### Clock wiring as the flow saved it

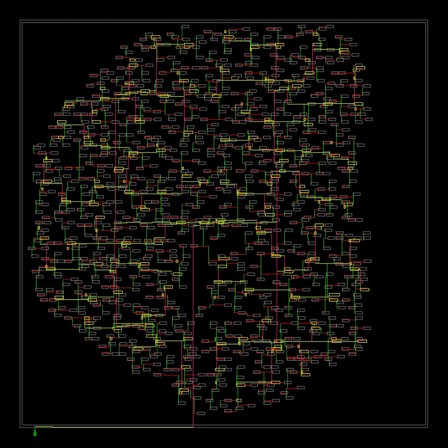
### A small window of the routed layout

Window x 202 to 227, y 202 to 227 um. Cells in gray, sequential cells in the stronger gray; small squares are vias.
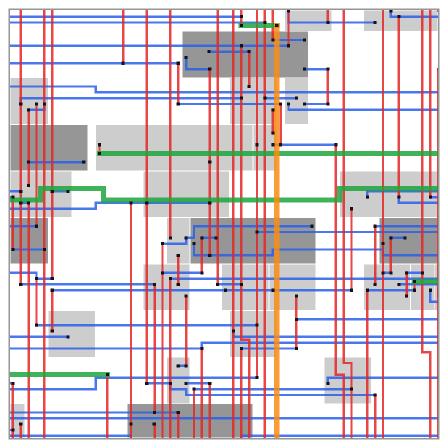
### Cell area per tile

Drawn at 0.5 px/um. 21 x 21 tiles, from black (low) to pale yellow (high), 0 to 100% covered.
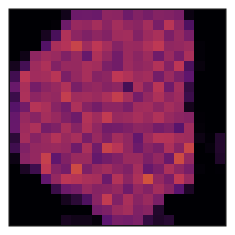
### Cells colored by class

Drawn at 1 px/um. Fill, decap, tap and diode cells in gray.
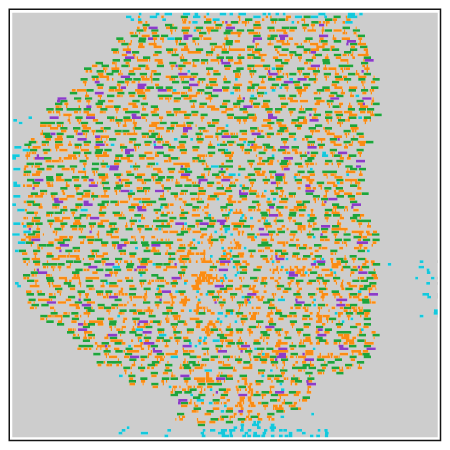
### Routed clock nets over the placement

Drawn at 1.5 px/um.
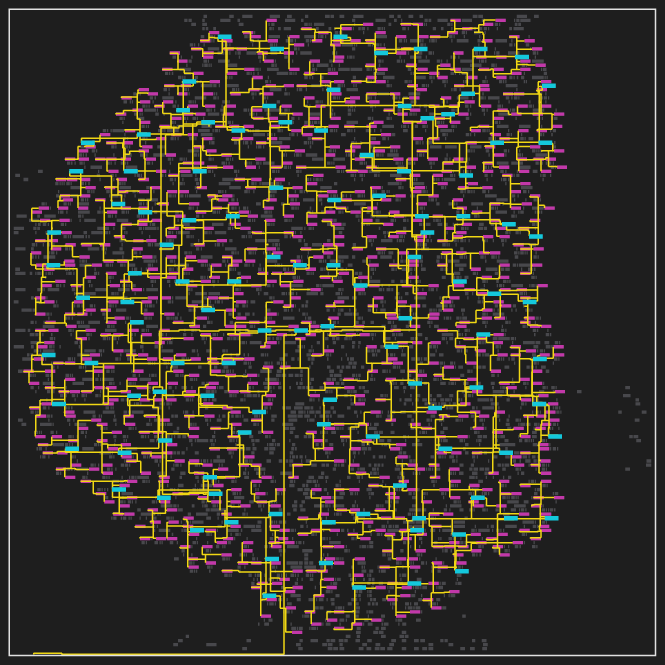
==> config.mk <==
export PLATFORM = sky130hd
export DESIGN_NAME = i_cache
export DESIGN_NICKNAME = d
export VERILOG_FILES = /design/src/rtl/cpu_types_pkg.sv /design/src/rtl/icache_frames.sv /design/src/rtl/i_cache.sv
export SDC_FILE = /design/constraint.sdc
export NUM_CORES = 2
export LEC_CHECK = 0
export CORE_MARGIN = 2
export CORE_UTILIZATION = 25
export DETAILED_ROUTE_END_ITERATION = 10
export PLACE_DENSITY_LB_ADDON = 0.15
export SLEW_MARGIN = 10
export SYNTH_ARGS = -nofsm -noshare
export SYNTH_HDL_FRONTEND = slang
export SYNTH_SLANG_ARGS = --single-unit
export TNS_END_PERCENT = 10
==> constraint.sdc <==
create_clock -name CLK -period 8.6 [get_ports CLK]
set_clock_uncertainty 0.05 [all_clocks]
set_input_delay 2.15 -clock CLK [delete_from_list [all_inputs] [get_ports CLK]]
set_output_delay 2.15 -clock CLK [all_outputs]
set_load 0.03 [all_outputs]
==> src/rtl/cpu_types_pkg.sv <==
// Shared types for the instruction cache: word and address-field layouts, frame geometry,
// and the fill FSM state encodings.
package cpu_types_pkg;

  localparam int ICACHE_FRAMES = 16;
  localparam int ITAG_W        = 26;
  localparam int IIDX_W        = 4;

  typedef logic [31:0] word_t;

  typedef struct packed {
    logic [ITAG_W-1:0] tag;
    logic [IIDX_W-1:0] idx;
    logic [1:0]        bytoff;
  } icachef_t;

  localparam logic [0:0] ICACHE_IDLE  = 1'b0;
  localparam logic [0:0] ICACHE_FETCH = 1'b1;

endpackage

==> src/rtl/icache_frames.sv <==
// Frame store for the direct-mapped I-cache. It holds valid/tag/data for each frame and has
// one synchronous write port, a combinational read port, and a synchronous active-low clear.
module icache_frames
  import cpu_types_pkg::*;
(
  input  logic              CLK,
  input  logic              nRST,
  input  logic              wen_i,
  input  logic [IIDX_W-1:0] widx_i,
  input  logic [ITAG_W-1:0] wtag_i,
  input  word_t             wdata_i,
  input  logic [IIDX_W-1:0] ridx_i,
  output logic              rvalid_o,
  output logic [ITAG_W-1:0] rtag_o,
  output word_t             rdata_o
);

  logic [ICACHE_FRAMES-1:0] valid_vec;
  logic [ITAG_W-1:0]        tag_arr  [ICACHE_FRAMES];
  word_t                    data_arr [ICACHE_FRAMES];

  // One register set per frame so the clear reaches every entry in a single cycle.
  for (genvar gi = 0; gi < ICACHE_FRAMES; gi++) begin : g_frame
    logic              v_q;
    logic [ITAG_W-1:0] t_q;
    word_t             d_q;

    always_ff @(posedge CLK) begin
      if (!nRST) begin
        v_q <= 1'b0;
        t_q <= '0;
        d_q <= '0;
      end else if (wen_i && (widx_i == IIDX_W'(gi))) begin
        v_q <= 1'b1;
        t_q <= wtag_i;
        d_q <= wdata_i;
      end
    end

    assign valid_vec[gi] = v_q;
    assign tag_arr[gi]   = t_q;
    assign data_arr[gi]  = d_q;
  end

  assign rvalid_o = valid_vec[ridx_i];
  assign rtag_o   = tag_arr[ridx_i];
  assign rdata_o  = data_arr[ridx_i];

endmodule

==> src/rtl/i_cache.sv <==
// Direct-mapped 16 x 1-word instruction cache that returns hits in the same cycle and has
// a two-state fill FSM. Defining ICACHE_PERF_EN adds saturating hit_count/miss_count outputs.
module i_cache
  import cpu_types_pkg::*;
#(
  parameter int CPUID = 0
) (
  input  logic  CLK,
  input  logic  nRST,
  input  logic  imemREN,
  input  word_t imemaddr,
  output logic  ihit,
  output word_t imemload,
  output logic  iREN,
  output word_t iaddr,
  input  logic  iwait,
  input  word_t iload
`ifdef ICACHE_PERF_EN
  ,
  output word_t hit_count,
  output word_t miss_count
`endif
);

  // The per-CPU slot is selected by the parent's wiring; nothing inside depends on it.
  localparam int CPUID_UNUSED = CPUID;

  icachef_t          req;
  logic              frame_valid;
  logic [ITAG_W-1:0] frame_tag;
  word_t             frame_data;
  logic              hit;
  logic              same_req;
  logic              fill;
  logic [0:0]        state_q, state_d;
  word_t             addr_q, addr_d;

  assign req = icachef_t'(imemaddr);

  icache_frames u_frames (
    .CLK      (CLK),
    .nRST     (nRST),
    .wen_i    (fill),
    .widx_i   (req.idx),
    .wtag_i   (req.tag),
    .wdata_i  (iload),
    .ridx_i   (req.idx),
    .rvalid_o (frame_valid),
    .rtag_o   (frame_tag),
    .rdata_o  (frame_data)
  );

  assign hit      = imemREN & frame_valid & (frame_tag == req.tag);
  assign same_req = imemREN & (imemaddr == addr_q);

  always_comb begin
    state_d = state_q;
    addr_d  = addr_q;
    fill    = 1'b0;
    iREN    = 1'b0;
    case (state_q)
      ICACHE_IDLE: begin
        if (imemREN && !hit) begin
          state_d = ICACHE_FETCH;
          addr_d  = imemaddr;
        end
      end
      ICACHE_FETCH: begin
        // A dropped or redirected request abandons the fill without touching the frame.
        if (!same_req) begin
          state_d = ICACHE_IDLE;
        end else begin
          iREN = 1'b1;
          if (!iwait) begin
            fill    = 1'b1;
            state_d = ICACHE_IDLE;
          end
        end
      end
      default: state_d = ICACHE_IDLE;
    endcase
  end

  always_ff @(posedge CLK) begin
    if (!nRST) begin
      state_q <= ICACHE_IDLE;
      addr_q  <= '0;
    end else begin
      state_q <= state_d;
      addr_q  <= addr_d;
    end
  end

  assign ihit     = hit;
  assign imemload = hit ? frame_data : '0;
  assign iaddr    = imemaddr;

`ifdef ICACHE_PERF_EN
  word_t hit_count_q, miss_count_q;
  logic  miss_start;

  assign miss_start = (state_q == ICACHE_IDLE) && (state_d == ICACHE_FETCH);

  always_ff @(posedge CLK) begin
    if (!nRST) begin
      hit_count_q  <= '0;
      miss_count_q <= '0;
    end else begin
      if (hit && (hit_count_q != '1))
        hit_count_q <= hit_count_q + 32'd1;
      if (miss_start && (miss_count_q != '1))
        miss_count_q <= miss_count_q + 32'd1;
    end
  end

  assign hit_count  = hit_count_q;
  assign miss_count = miss_count_q;
`endif

endmodule

==> flow_summary.toml <==
# synthesis and place-and-route metrics
[yosys]
postSynth.asyncResetShare_pct = 0
yosysUniqueCellTypes = 72
ys_area_um2 = 45300
ys_cells = 5122
synthFlopType = "dfxtp_1"
synthMuxAreaShare_pct = 14.2
syn_nets = 5190
ys_seq_share_pct = 43.1
yosysTopAreaCell = "dfxtp_1"
synthTopCellsByArea = "dfxtp_1, nand2_1, a21boi_0"
synth-edff-count = 0
synthCells = 5122
synth_flops = 977
xor_area_share_pct = 1.39
syn_area_per_cell_um2 = 8.85
synth_adder_area_share_pct = 0
yosysWarnings = 0
top_logic_kind = "simple AND/OR/NAND/NOR gates"

[clock_tree]
cts_tree = "built"
post_cts_buffers = 0
cts_max_level = 3
clk_pin_slew_ps = 60
clock_path_buffers = 3
cts_hold_buf = 0
numCtsBuffers = 112
post_cts_resize_count = 0

[critical_path]
rr_startpoint = "addr_q[7]"
cp-end-kind = "primary output"
arrival_ps = 6120
crit_chain = "buf_8, mux2i_1, mux4_2, xor2_1, nand2_1, a32o_1, or4_4, nor3_4, nand3_2, buf_4, nor2b_1, buf_12"
cp_slowest_cell = "or4_4"
crit_fanout = 50
critPathKind = "input port to primary output"
cpLargestDelayFamily = "simple AND/OR/NAND/NOR gates"
r2r_slack_ps = 4520
crit_path_start_kind = "input port"

[detailed_routing]
drt_wl_total_um = 180000
drc = 0
vias_per_cell = 4.82
wl_per_cell_um = 24.2
drt-initial-drc-count = 2619

[die]
die_h_um = 430
io_pins = 134
die_w_um = 430

[sta]
setup_viol = 0
finalMaxSlewViolations = 0
clock.fmax_ghz = 0.120
rsz0062_at_grt = "no"
max_slew_margin_pct = 20.4
setup_tns_ps = 0
period_minus_slack_ps = 8320

[pwr]
switching_share_pct = 24.6
p_int_mw = 7.53
power_frac_comb_pct = 6.2
p_sw_mw = 2.46
pwr-share-seq_pct = 45.5
power_density_nw_per_um2 = 190
leakage_nw = 16.8

[place]
io_buffers = 133
place.gp.congestion = 0.780
hpwl_um = 100000

[final_layout]
lay_top_cells = "nand2_1, dfxtp_1, a21boi_0"
layout.nets = 5040
final_layout_top_logic_cell = "nand2_1"
synthToLayoutAreaGrowth_pct = 15.9
drive_gt1_share_pct = 12.7

[hold_path]
min_from = "u_frames.g_frame[11].d_q[17]"
whs_endpoint = "u_frames.g_frame[11].d_q[17]"

[status]
status = "complete, no violations"

[grt]
grt_pass1_vias = 35700
overflow = 0
grt_start_max_net_pins = 230
grt_pass1_wl_um = 264000
About 'Clock wiring as the flow saved it':
clk pwr: 4.83 mW
Late-Pin Clk Latency: 750 ps
# clock sinks: 977
layout clock buffer count: 180

About 'A small window of the routed layout':
Key: M4 = orange; M1 = blue; M3 = green; M2 = red
Most frequent: nand2_1 (6), buf_4 (5), dfxtp_1 (4). 23 logic cells have their middle in the window. Sequential cells in the window: 4. Netlist names of flops here include u_frames.g_frame.t_q (3), u_frames.g_frame.v_q (1).

About 'Cell area per tile':
25% of the tiles are nearly empty. The fullest tile reaches 58%. The mean over all tiles is 27%.
Core Box Area: 181,000 um2
FP Core Util: 25.1%

About 'Cells colored by class':
Key: remaining buffers and delay cells = cyan [cells 280]; registers = green [cells 977]; remaining logic cells = orange [cells 3,601]; clock drivers and dummy loads = purple [cells 202]
sequential fraction of total cell area: 37.2%
Rows: 156

About 'Routed clock nets over the placement':
Key: flip-flops = magenta [count 977]; clock-net drivers = cyan [count 112]; clock wires = yellow [length 15,000 um]
There are 113 routed clock nets.
Clk pwr share: 48.4%

registers in the layout, indices dropped and copies added (netlist names):
signal	cells
u_frames.g_frame.v_q	16
state_q	1
u_frames.g_frame.d_q	512
addr_q	32
u_frames.g_frame.t_q	416
power groups by stage:
stage               Clock (mW)  Sequential, mW  Combinational [mW]
floorplan                    0            4.64               0.398
global placement             0            4.64               0.621
detailed placement           0            4.64               0.621
CTS                       4.96            4.54               0.622
global route              5.13            4.54               0.651
finish                    4.83            4.54               0.614
cells in the mapped netlist, drive strengths merged, types with 2 or more instances:
cell type  count
a32oi          4
and2           2
xnor2         33
or2            3
a41oi          2
mux4         221
o31ai          2
a22oi         15
o211ai         2
a31oi          8
nand4          8
a311oi         2
a221oi         5
nor3b          3
xor2          38
buf          161
nand3         18
nand3b         5
mux2          24
dfxtp        977
nor2b         49
o21ai          4
o221ai         2
a2111o         2
nor3          11
a2111oi        7
o41ai          3
mux2i        120
nor4b          2
nand2       1958
o21a          17
or4            7
inv            3
nor2          31
a211oi         8
clkbuf       383
o22ai          9
a21oi          5
nand2b        10
a21boi       928
or3            5
a32o           4
nor4          10
metrics by stage:
step                instances  power, mW  util, %  setup WS, ps
global route             7433       10.3     29.1          62.6
detailed placement       7228       5.26     27.1           281
finish                   7434       9.99     29.1           280
CTS                      7430       10.1     29.1           269
global placement         7228       5.26     27.1           247
floorplan                5122       5.04        -          1270
how the worst max path moves through the flow:
stage,cells past startpoint,startpoint,endpoint,slack [ps]
6_report,12,imemaddr[3],imemload[10],280
5_1_grt,14,imemaddr[3],imemload[26],60
4_1_cts,12,imemaddr[3],imemload[0],270
3_5_place_dp,12,imemaddr[3],imemload[0],280
3_3_place_gp,12,imemaddr[3],imemload[0],250
2_1_floorplan,13,imemaddr[2],imemload[10],1270
kinds of logic after synthesis:
kind of cell,count (synthesis)
AND/OR/NAND/NOR,2127
multiplexers,365
buffers and inverters,547
flip-flops,977
AND-OR/OR-AND,1035
XOR/XNOR,71
worst reg2reg max path, stage by stage (launching register included):
cell and delay, ps:
dfxtp_1 350, xnor2_1 130, buf_4 210, nand4_1 100, nor3_1 280, nand4_1 140, or4_1 620, nor2_1 620
nand3_4 720, buf_12 510, nand2_1 150, a21boi_0 80
per-layer routing:
metal	wire length [um]	global-route usage (%)
met5	0	0
met1	81900	25.7
met4	4240	5.07
met3	6730	2.08
met2	87300	32.9
area by class of cell:
cell class	instances	area, um2
Antenna cell	4	10.0
Fill cell	18800	128000
Inverter	3	11.3
Clock buffer	180	3410
Sequential cell	977	19600
Timing Repair Buffer	280	2820
Multi-Input combinational cell	3598	23500
Clock inverter	22	255
Tap cell	2370	2970
No activity file was given, so power comes from the tool's default toggle rates.
